Design lcd_char_receiver, sky130hd; sources not shown.
Figure 1. Sequential cells colored by netlist name.
Other sequential cells in the stronger gray, the rest of the logic in the fainter gray.
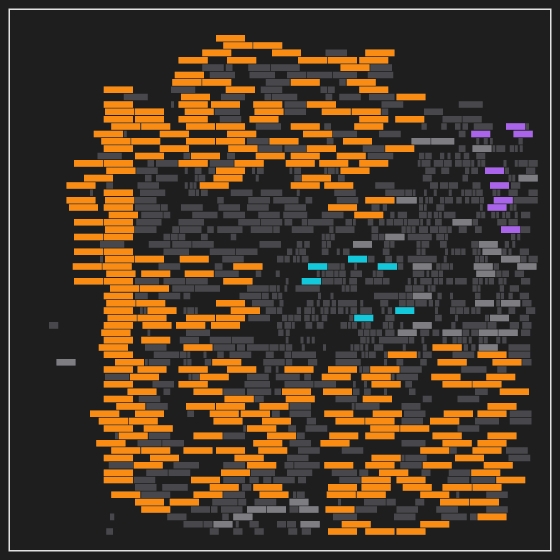
mem: shown in orange, flops 256, where widely spread. cnt: shown in cyan, flops 6. cap_data: shown in purple, flops 8.
Another 33 sequential cells are not colored.
Seq. cell area: 8630 sq um
share of cell area taken by flip-flops and latches: 0.504
core occupancy in the finished layout: 0.478

Figure 2. M1 wires.
Supply wires on this layer in gray.
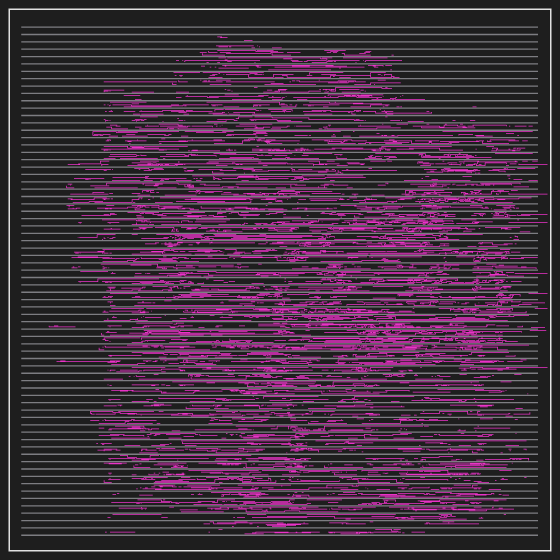
The layer holds 44% of the routed length. The longest straight run is 77.7 um. The layer carries 17600 um of wire.
total number of vias: 8942
met1 routing resource usage after global routing: 0.301
total wire length: 40400 um

==> reports/metrics.json <==
{
  "timing.critical_path.fanout_max": {"value": 8},
  "violation_tally_from_detailed_route_iteration_zero": {"value": 969},
  "ys_top_cells_by_count": {"value": "256 x sky130_fd_sc_hd__edfxtp_1, 113 x sky130_fd_sc_hd__mux4_2, 66 x sky130_fd_sc_hd__nor2_1"},
  "grt_first_pass_wirelength": {"value": 59400, "unit": "um"},
  "post_cts_resized": {"value": 0},
  "timing_hold_violations_final": {"value": 0},
  "cap_viol_max_count": {"value": 0},
  "worst_path_dominant_cell_family": {"value": "simple AND/OR/NAND/NOR gates"},
  "nFillCells": {"value": 2998},
  "buffers_from_clock_root_to_sink_at_most": {"value": 3},
  "cp_slowest_stage_delay": {"value": 620, "unit": "ps"},
  "finalCriticalPeriod": {"value": 2700, "unit": "ps"},
  "final.setup.tns": {"value": 0, "unit": "ps"},
  "run_status": {"value": "complete, no violations"},
  "finalWeightedCongestion": {"value": 0.888},
  "clock_sinks": {"value": 303},
  "syn_avg_cell_area": {"value": 16.6, "unit": "sq um"},
  "insertion_delay": {"value": 580, "unit": "ps"},
  "syn_area": {"value": 14700, "unit": "sq um"},
  "critical_path_class": {"value": "flip-flop to flip-flop"},
  "tritoncts": {"value": "yes"},
  "share_of_cells_above_drive_strength_1": {"value": 0.263},
  "switching_power_total": {"value": 1.93, "unit": "mW"},
  "pin_count_of_the_biggest_net_entering_global_routing": {"value": 38},
  "grt.overflow.total": {"value": 0},
  "ys_ff": {"value": 303},
  "synth.largest_area_cell": {"value": "sky130_fd_sc_hd__edfxtp_1"},
  "enable_flop_cells": {"value": 256},
  "static-leakage-power": {"value": 5.52, "unit": "nW"},
  "fmax": {"value": 0.371, "unit": "GHz"},
  "netlist_instances": {"value": 885},
  "yosys-stat-area": {"value": 14700, "unit": "sq um"},
  "ys_cells": {"value": 885},
  "ys_warn_count": {"value": 0},
  "antenna_found_initial": {"value": 2},
  "timing.slew.headroom": {"value": 0.398},
  "htreeDepth": {"value": 1},
  "power_density": {"value": 543, "unit": "nW/um^2"},
  "seq_power_share": {"value": 0.509},
  "boundaryPins": {"value": 39},
  "critPathLaunchType": {"value": "flip-flop"},
  "std_cell_rows": {"value": 69},
  "numCtsBuffers": {"value": 31},
  "timing.reg2reg.setup_slack": {"value": 200, "unit": "ps"},
  "route.detailed.vias_per_inst": {"value": 6.07},
  "path_buffers": {"value": 2},
  "globalRouteTotalUtil": {"value": 0.204}
}
[power by group through the flow]
stage / registers (mW) / logic [mW] / clock network (mW)
4_1_cts: 4.73 / 0.425 / 4.22
2_1_floorplan: 4.82 / 0.188 / 0
5_1_grt: 4.73 / 0.452 / 4.39
3_3_place_gp: 4.82 / 0.422 / 0
6_report: 4.73 / 0.424 / 4.14
3_5_place_dp: 4.82 / 0.424 / 0
[final cells by class]
class	instances	area, sq um	share of cell area
Clock buffer	41	833	0.0487
Tap cell	461	577	0.0337
Inverter	16	60.1	0.00351
Sequential cell	303	8630	0.504
Multi-Input combinational cell	504	5560	0.325
Timing Repair Buffer	128	1220	0.0715
Clock inverter	17	224	0.0131
Antenna cell	2	5.00	0.000292
[worst min-delay path, cell delays in order]
cell	delay, ps
sky130_fd_sc_hd__clkdlybuf4s50_1	400
sky130_fd_sc_hd__nand2_1	60
sky130_fd_sc_hd__a21oi_1	50
[per-stage QoR]
stage | util | cell area [sq um] | worst slack [ps] | hold slack [ps]
6_report | 0.478 | 17100 | 202 | 368
3_3_place_gp | 0.448 | 16100 | 57.9 | 392
3_5_place_dp | 0.448 | 16100 | 53.5 | 397
5_1_grt | 0.478 | 17100 | 57.6 | 359
4_1_cts | 0.478 | 17100 | 210 | 344
2_1_floorplan | - | 14200 | -1800 | 376
[cells in the final DEF (no fill, tap or decap), types with 16 or more instances in the layout]
master | synthesis | layout
sky130_fd_sc_hd__mux2i_1 | 22 | 22
sky130_fd_sc_hd__edfxtp_1 | 256 | 256
sky130_fd_sc_hd__buf_4 | 5 | 77
sky130_fd_sc_hd__nand2_1 | 49 | 49
sky130_fd_sc_hd__mux4_2 | 113 | 113
sky130_fd_sc_hd__dfxtp_1 | 47 | 45
sky130_fd_sc_hd__clkbuf_16 | 0 | 31
sky130_fd_sc_hd__a21oi_1 | 41 | 41
sky130_fd_sc_hd__clkdlybuf4s50_1 | 0 | 36
sky130_fd_sc_hd__nor2_1 | 66 | 64
sky130_fd_sc_hd__inv_1 | 16 | 16
sky130_fd_sc_hd__mux4_1 | 31 | 31
[routing by layer]
metal	share of wire	wire [um]	global-route usage
met1	0.44	17600	0.301
met2	0.45	18200	0.308
met3	0.084	3380	0.0425
met4	0.031	1230	0.0609
met5	0	0	0
[cells by family (layout without fill, tap and decap cells)]
logic type / after synthesis / in the layout / share of synthesized area
adder cells (fa/ha/maj): 11 / 11 / 0.00990
flip-flops: 303 / 303 / 0.589
XOR/XNOR: 9 / 9 / 0.00538
multiplexers: 169 / 169 / 0.247
AND/OR/NAND/NOR: 194 / 194 / 0.0628
buffers and inverters: 78 / 202 / 0.0323
other: 0 / 2 / 0
AND-OR/OR-AND: 121 / 121 / 0.0536
Power is estimated from default activity; no workload was simulated.
